<file path="config.mk">
export PLATFORM = sky130hd
export DESIGN_NAME = echo_peak_detect
export DESIGN_NICKNAME = d
export VERILOG_FILES = /design/src/rtl/thickness_pkg.sv /design/src/rtl/echo_peak_tracker.sv /design/src/rtl/echo_peak_detect.sv
export SDC_FILE = /design/constraint.sdc
export NUM_CORES = 1
export LEC_CHECK = 0
export CORE_MARGIN = 10
export CORE_UTILIZATION = 51
export DETAILED_ROUTE_END_ITERATION = 8
export GPL_ROUTABILITY_DRIVEN = 0
export GPL_TIMING_DRIVEN = 0
export HOLD_SLACK_MARGIN = 0.03
export PLACE_DENSITY_LB_ADDON = 0.1
export SLEW_MARGIN = 25
export SYNTH_ARGS = -nofsm -noshare
export SYNTH_HDL_FRONTEND = slang
export SYNTH_SLANG_ARGS = --single-unit
export TNS_END_PERCENT = 10
</file>
<file path="constraint.sdc">
create_clock -name clk_100 -period 4.7 [get_ports clk_100]
set_input_delay 0.94 -clock clk_100 [delete_from_list [all_inputs] [get_ports clk_100]]
set_output_delay 0.94 -clock clk_100 [all_outputs]
set_load 0.1 [all_outputs]
</file>
<file path="src/rtl/thickness_pkg.sv">
// Shared definitions for the ultrasonic thickness front end.
//   state_t      : echo search state encoding
//   midscale_of  : offset-binary midscale for a given ADC sample width
package thickness_pkg;

  typedef enum logic [2:0] {
    ST_IDLE,
    ST_BLANK,
    ST_SEEK1,
    ST_PEAK1,
    ST_GAP,
    ST_SEEK2,
    ST_PEAK2,
    ST_DONE
  } state_t;

  // Offset-binary zero level: 2^(w-1). 512 for the 10-bit converter.
  function automatic int unsigned midscale_of(input int unsigned w);
    return 32'd1 << (w - 32'd1);
  endfunction

endpackage

</file>
<file path="src/rtl/echo_peak_tracker.sv">
// Peak candidate tracker for one echo window.
//   start    : crossing sample, loads it as candidate and opens the window
//   step     : further sample inside an open window
//   smp_amp  : rectified magnitude of the current sample
//   smp_idx  : index of the current sample
//   upd_amp  : candidate magnitude including the current sample
//   upd_idx  : candidate index including the current sample
//   win_done : the current sample is the last one of the window
module echo_peak_tracker
  import thickness_pkg::*;
#(
  parameter int DATA_W   = 10,
  parameter int IDX_W    = 13,
  parameter int PEAK_WIN = 64
) (
  input  logic              clk_100,
  input  logic              RESET_N,
  input  logic              start,
  input  logic              step,
  input  logic [DATA_W-1:0] smp_amp,
  input  logic [IDX_W-1:0]  smp_idx,
  output logic [DATA_W-1:0] upd_amp,
  output logic [IDX_W-1:0]  upd_idx,
  output logic              win_done
);

  localparam int CNT_W = $clog2(PEAK_WIN + 1);

  logic [DATA_W-1:0] cand_amp;
  logic [IDX_W-1:0]  cand_idx;
  logic [CNT_W-1:0]  win_cnt;

  // Strictly-greater replace keeps the earliest index on ties.
  always_comb begin
    upd_amp  = cand_amp;
    upd_idx  = cand_idx;
    if (start || (step && (smp_amp > cand_amp))) begin
      upd_amp = smp_amp;
      upd_idx = smp_idx;
    end
    win_done = (start && (PEAK_WIN == 1)) ||
               (step && (win_cnt == CNT_W'(PEAK_WIN - 1)));
  end

  always_ff @(posedge clk_100 or negedge RESET_N) begin
    if (!RESET_N) begin
      cand_amp <= '0;
      cand_idx <= '0;
      win_cnt  <= '0;
    end else if (start || step) begin
      cand_amp <= upd_amp;
      cand_idx <= upd_idx;
      win_cnt  <= start ? CNT_W'(1) : win_cnt + CNT_W'(1);
    end
  end

endmodule

</file>
<file path="src/rtl/echo_peak_detect.sv">
// Two-echo peak detector for one acquisition frame of ADC samples.
//   clk_100, RESET_N          : clock, asynchronous active-low reset
//   ad_data_valid             : frame level; rising edge starts a frame
//   sample_stb, ad_data       : sample strobe and offset-binary sample
//   threshold, blank_len,
//   min_gap                   : detection configuration, static per frame
//   busy                      : frame in progress
//   result_valid              : one-cycle pulse, results below held after it
//   echo1/2_idx, echo1/2_amp  : peak index and rectified magnitude per echo
//   delta_idx                 : echo2_idx - echo1_idx when both found
//   echo_flags                : bit0 echo 1 found, bit1 echo 2 found
module echo_peak_detect
  import thickness_pkg::*;
#(
  parameter int DATA_W   = 10,
  parameter int IDX_W    = 13,
  parameter int PEAK_WIN = 64
) (
  input  logic              clk_100,
  input  logic              RESET_N,
  input  logic              ad_data_valid,
  input  logic              sample_stb,
  input  logic [DATA_W-1:0] ad_data,
  input  logic [DATA_W-1:0] threshold,
  input  logic [IDX_W-1:0]  blank_len,
  input  logic [IDX_W-1:0]  min_gap,
  output logic              busy,
  output logic              result_valid,
  output logic [IDX_W-1:0]  echo1_idx,
  output logic [IDX_W-1:0]  echo2_idx,
  output logic [DATA_W-1:0] echo1_amp,
  output logic [DATA_W-1:0] echo2_amp,
  output logic [IDX_W-1:0]  delta_idx,
  output logic [1:0]        echo_flags
);

  localparam logic signed [DATA_W:0] MID = $signed((DATA_W+1)'(midscale_of(DATA_W)));
  localparam logic [IDX_W-1:0] IDX_MAX = '1;

  function automatic logic [DATA_W-1:0] rectify(input logic [DATA_W-1:0] smp);
    logic signed [DATA_W:0] diff;
    logic [DATA_W:0]        absd;
    diff = $signed({1'b0, smp}) - MID;
    absd = diff[DATA_W] ? $unsigned(-diff) : $unsigned(diff);
    return absd[DATA_W] ? '1 : absd[DATA_W-1:0];
  endfunction

  state_t            st, st_nxt, eff;
  logic              ad_data_valid_p0;
  logic [IDX_W-1:0]  idx;
  logic [IDX_W:0]    seek2_start;
  logic [IDX_W-1:0]  e1_idx;
  logic [DATA_W-1:0] e1_amp;
  logic [DATA_W-1:0] mag;
  logic              active, q, hit, trk_start, trk_step, win_done;
  logic              p1_open, p2_open, frame_end, e1_close;
  logic [DATA_W-1:0] upd_amp;
  logic [IDX_W-1:0]  upd_idx;
  logic [IDX_W-1:0]  rep_i1, rep_i2, rep_d;
  logic [DATA_W-1:0] rep_a1, rep_a2;
  logic [1:0]        rep_f;

  echo_peak_tracker #(
    .DATA_W  (DATA_W),
    .IDX_W   (IDX_W),
    .PEAK_WIN(PEAK_WIN)
  ) u_tracker (
    .clk_100 (clk_100),
    .RESET_N (RESET_N),
    .start   (trk_start),
    .step    (trk_step),
    .smp_amp (mag),
    .smp_idx (idx),
    .upd_amp (upd_amp),
    .upd_idx (upd_idx),
    .win_done(win_done)
  );

  assign busy = (st != ST_IDLE) && (st != ST_DONE);

  always_ff @(posedge clk_100 or negedge RESET_N) begin
    if (!RESET_N) st <= ST_IDLE;
    else          st <= st_nxt;
  end

  // BLANK and GAP are left by comparing the running index against their end,
  // so the sample that ends them is evaluated as a search sample (eff).
  always_comb begin
    mag       = rectify(ad_data);
    hit       = (mag >= threshold);
    active    = (st != ST_IDLE) && (st != ST_DONE);
    q         = sample_stb && ad_data_valid && active;
    eff       = st;
    if ((st == ST_BLANK) && (idx >= blank_len))          eff = ST_SEEK1;
    if ((st == ST_GAP) && ({1'b0, idx} >= seek2_start)) eff = ST_SEEK2;
    trk_start = q && hit && ((eff == ST_SEEK1) || (eff == ST_SEEK2));
    trk_step  = q && ((eff == ST_PEAK1) || (eff == ST_PEAK2));
    p1_open   = (eff == ST_PEAK1) || ((eff == ST_SEEK1) && trk_start);
    p2_open   = (eff == ST_PEAK2) || ((eff == ST_SEEK2) && trk_start);
    // Last index wins over any transition the same sample would cause.
    frame_end = active && (!ad_data_valid || (q && (idx == IDX_MAX)) ||
                           (q && p2_open && win_done));
    e1_close  = q && p1_open && win_done && !frame_end;

    st_nxt = st;
    case (st)
      ST_IDLE: if (ad_data_valid && !ad_data_valid_p0) st_nxt = ST_BLANK;
      ST_DONE: st_nxt = ST_IDLE;
      default: begin
        if (frame_end) begin
          st_nxt = ST_DONE;
        end else if (q) begin
          if (p1_open)      st_nxt = win_done ? ((min_gap == '0) ? ST_SEEK2 : ST_GAP) : ST_PEAK1;
          else if (p2_open) st_nxt = ST_PEAK2;
          else              st_nxt = eff;
        end
      end
    endcase

    rep_i1 = '0;
    rep_a1 = '0;
    rep_i2 = '0;
    rep_a2 = '0;
    rep_f  = 2'b00;
    if (p1_open) begin
      rep_i1 = upd_idx;
      rep_a1 = upd_amp;
      rep_f[0] = 1'b1;
    end else if ((st == ST_GAP) || (st == ST_SEEK2) || (st == ST_PEAK2)) begin
      rep_i1 = e1_idx;
      rep_a1 = e1_amp;
      rep_f[0] = 1'b1;
    end
    if (p2_open) begin
      rep_i2 = upd_idx;
      rep_a2 = upd_amp;
      rep_f[1] = 1'b1;
    end
    rep_d = (rep_f == 2'b11) ? (rep_i2 - rep_i1) : '0;
  end

  always_ff @(posedge clk_100 or negedge RESET_N) begin
    if (!RESET_N) begin
      // Held high so a level already present at release is not a frame start.
      ad_data_valid_p0 <= 1'b1;
      idx              <= '0;
      seek2_start      <= '0;
      e1_idx           <= '0;
      e1_amp           <= '0;
      result_valid     <= 1'b0;
      echo1_idx        <= '0;
      echo1_amp        <= '0;
      echo2_idx        <= '0;
      echo2_amp        <= '0;
      delta_idx        <= '0;
      echo_flags       <= 2'b00;
    end else begin
      ad_data_valid_p0 <= ad_data_valid;
      result_valid     <= frame_end;
      if ((st == ST_IDLE) && (st_nxt == ST_BLANK)) idx <= '0;
      else if (q && !frame_end)                   idx <= idx + IDX_W'(1);
      if (e1_close) begin
        e1_idx      <= upd_idx;
        e1_amp      <= upd_amp;
        seek2_start <= {1'b0, idx} + (IDX_W+1)'(1) + {1'b0, min_gap};
      end
      if (frame_end) begin
        echo1_idx  <= rep_i1;
        echo1_amp  <= rep_a1;
        echo2_idx  <= rep_i2;
        echo2_amp  <= rep_a2;
        delta_idx  <= rep_d;
        echo_flags <= rep_f;
      end
    end
  end

endmodule

</file>
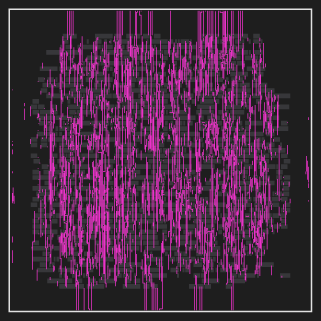
*The metal 2 layer*
Drawn at 2 px/um. Cells faint in the background.
nets with wire on the layer: 983
wire length on this layer: 10800 um

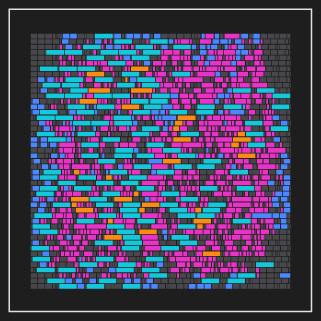
*Placed cells, one color a class*
Drawn at 2 px/um. Fill, decap, tap and diode cells in gray.
[remaining buffers and delay cells] blue | cells: 171
[sequential cells] cyan | cells: 146
[clock drivers and dummy loads] orange | cells: 32
[combinational and other logic] magenta | cells: 722

==> results.json <==
{
  "outcome": "finished with violations",
  "failing_checks": "setup timing",
  "worst_r2r_endpoint": "delta_idx[12]",
  "p_total_uw": 6140,
  "synth.yosys.chip_area_mm2": 0.00867,
  "cells_resized_by_post_cts_repair": 80,
  "largest_register_ffs": 14,
  "critical_path.max_fanout": 3,
  "top_cell": "sky130_fd_sc_hd__dfrtp_1",
  "p_leak_uw": 0.00497,
  "num_tap_cells": 220,
  "mostFrequentLayoutCell": "sky130_fd_sc_hd__dfrtp_1",
  "ff2ff_setup_slack_ps": -190,
  "layout.area.seq_mm2": 0.00365,
  "timing.critical_path.mode_cell": "sky130_fd_sc_hd__buf_12",
  "cell_internal_pwr_uw": 3220,
  "sh_comb_area_pct": 43.3,
  "startpoint_type": "input port",
  "timing.final.setup_violations": 6,
  "path_depth": 26,
  "cts.sinks": 146,
  "powerComb_uw": 3080,
  "final_layout_size_suffix_gt1_share_pct": 17.5,
  "antenna_cells": 0,
  "post_layout_util_pct": 67.8,
  "cell_total_in_the_yosys_stat_output": 904,
  "syn-num-nets": 1030,
  "maxSlewViolCount": 0,
  "yosysWarningCount": 0,
  "setup_repair_after_global_routing_missed_its_margin": "yes",
  "fraction_of_the_yosys_area_taken_by_sequential_cells_pct": 42.1,
  "enable_flop_cells": 0,
  "vdd_drop_max_mv": 0.536,
  "numPlacedInstances": 1236,
  "wl_met1_mm": 11.0,
  "timing.critical_path.to": "delta_idx[12]",
  "drc_errors": 0,
  "worstSetupEndpointType": "flop",
  "grt_max_degree": 87,
  "logic_gates": 638,
  "critical-path-max-stage-delay_ps": 410,
  "place_hpwl_mm": 17.1,
  "seqAreaFraction_pct": 32.4,
  "die_width_um": 150,
  "critical_path.n_buffers_inverters": 4,
  "placeableCoreArea_mm2": 0.0166,
  "power.share.combinational_pct": 50.2,
  "maxUsedRoutingLayer": "met4",
  "met3_wirelength_mm": 1.24,
  "initial_utilization_pct": 52.1,
  "final_critical_path_setup_slack_ps": -582,
  "clk_share_pct": 5.30,
  "async_flop_share_pct": 100,
  "htree_levels": 4,
  "pre_antenna_drt_iters": 4,
  "worst_slew_pin_slew_ps": 997,
  "top_power_group": "combinational logic",
  "clock_tree.buffer_depth": 2,
  "cts_hold_repair.buffers": 0,
  "area_of_the_mapped_netlist_mm2": 0.00867,
  "critical_path.startpoint": "ad_data[7]",
  "grt_pass1_vias": 7129,
  "routed_via_density": 5.45,
  "dominant_synthesized_flop_cell": "sky130_fd_sc_hd__dfrtp_1",
  "clock_power_share_pct": 22.8,
  "worst_ep_required_ps": 5000,
  "yosys-top-cells-area": "sky130_fd_sc_hd__dfrtp_1 (42%), sky130_fd_sc_hd__ha_1 (11%), sky130_fd_sc_hd__nand2_1 (5.4%)",
  "post_dp_cell_area_mm2": 0.0102,
  "numPortBuffers": 111,
  "grt_pass1_wl_mm": 38.2,
  "setup_tns_after_final_layout_ps": -1890,
  "timing.critical_path.slowest_stage_cell": "sky130_fd_sc_hd__or3_4",
  "p_sw_uw": 2920,
  "dr_wl_met2_mm": 10.8,
  "post_cts_buffers": 23,
  "timing.final.crit_period_ps": 5280,
  "clock_insertion_delay_worst_skew_ps": 430,
  "sw_frac_of_total_pct": 47.6,
  "cp.arrival_ps": 5580,
  "clock_buffer_count": 18,
  "timing.hold.worst.class": "in -> async",
  "pwr-share-seq_pct": 27.0,
  "die_area_mm2": 0.0226,
  "tool_warnings": 29,
  "top_cells_by_count": "sky130_fd_sc_hd__dfrtp_1 (145), sky130_fd_sc_hd__nand2_1 (125), sky130_fd_sc_hd__ha_1 (74)",
  "max-slew-margin-rel_pct": 33.3,
  "post-route-period-util_pct": 112,
  "post-synth-top-area-fraction_pct": 41.8,
  "nNetsFinal": 1184,
  "critical_path_class": "in -> reg",
  "n_all_inverters": 84,
  "floorplan.io_pins": 113,
  "die_h_um": 150,
  "final_cell_mix": "sky130_fd_sc_hd__dfrtp_1 (145), sky130_fd_sc_hd__nand2_1 (123), sky130_fd_sc_hd__clkdlybuf4s50_1 (101)",
  "vias_after_detailed_routing": 7036,
  "area_delta_synth_final_pct": 30.1,
  "seq_cell_power_uw": 1660,
  "post_synth_num_cell_types": 82,
  "timing.fmax_ghz": 0.189,
  "postRouteAntennaNets": 0,
  "critical_path.top_delay_family": "AND-OR/OR-AND gates",
  "wl_per_cell_um": 18.0,
  "report.final.hold_viol_count": 0,
  "maxCapViolations": 0,
  "antenna_found_initial": 0,
  "layout.non_clock_buffers": 171,
  "buffer_area_share_pct": 13.6,
  "dp_worst_setup_slack_ps": -1970,
  "global_route.usage.total_pct": 21.3,
  "reg2reg_from": "idx[10]",
  "tritoncts_clock_tree": "built",
  "reg2regPathDepth": 22,
  "area.combinational_mm2": 0.00489,
  "layout.filler_cells": 1306,
  "rows": 47,
  "power_density_mw_per_mm2": 544,
  "regMostFlops": "seek2_start"
}
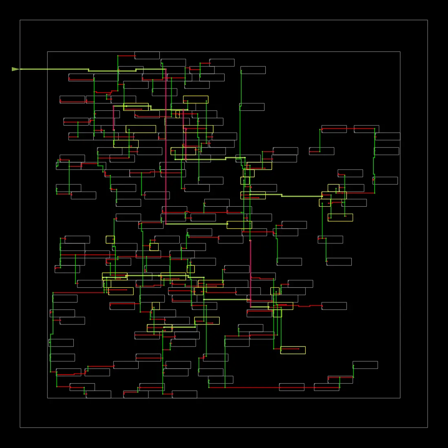
*Clock routing*
clock distribution power: 1400 uW
final sequential cell count: 146
number of CTS-inserted buffers: 17
clk_skew: 13.3 ps

## metal layers
metal,track usage (%),up-vias
met5,0,-
met4,5.20,0
met3,5.43,18
met2,32.7,143
met1,29.3,3420
li1,-,3455
## kinds of logic (layout without fill, tap and decap cells)
family | count (synthesis) | in the layout | synth area share, %
AOI/OAI and AO/OA | 223 | 223 | 17.1
adders and majority gates | 76 | 76 | 11.1
and+or+nand+nor | 266 | 266 | 14.6
xor gates and xnor gates | 39 | 39 | 4.02
DFF | 146 | 146 | 42.1
muxes | 34 | 34 | 5.18
buffers and inverters | 120 | 287 | 5.83
No activity file was given, so power comes from the tool's default toggle rates.
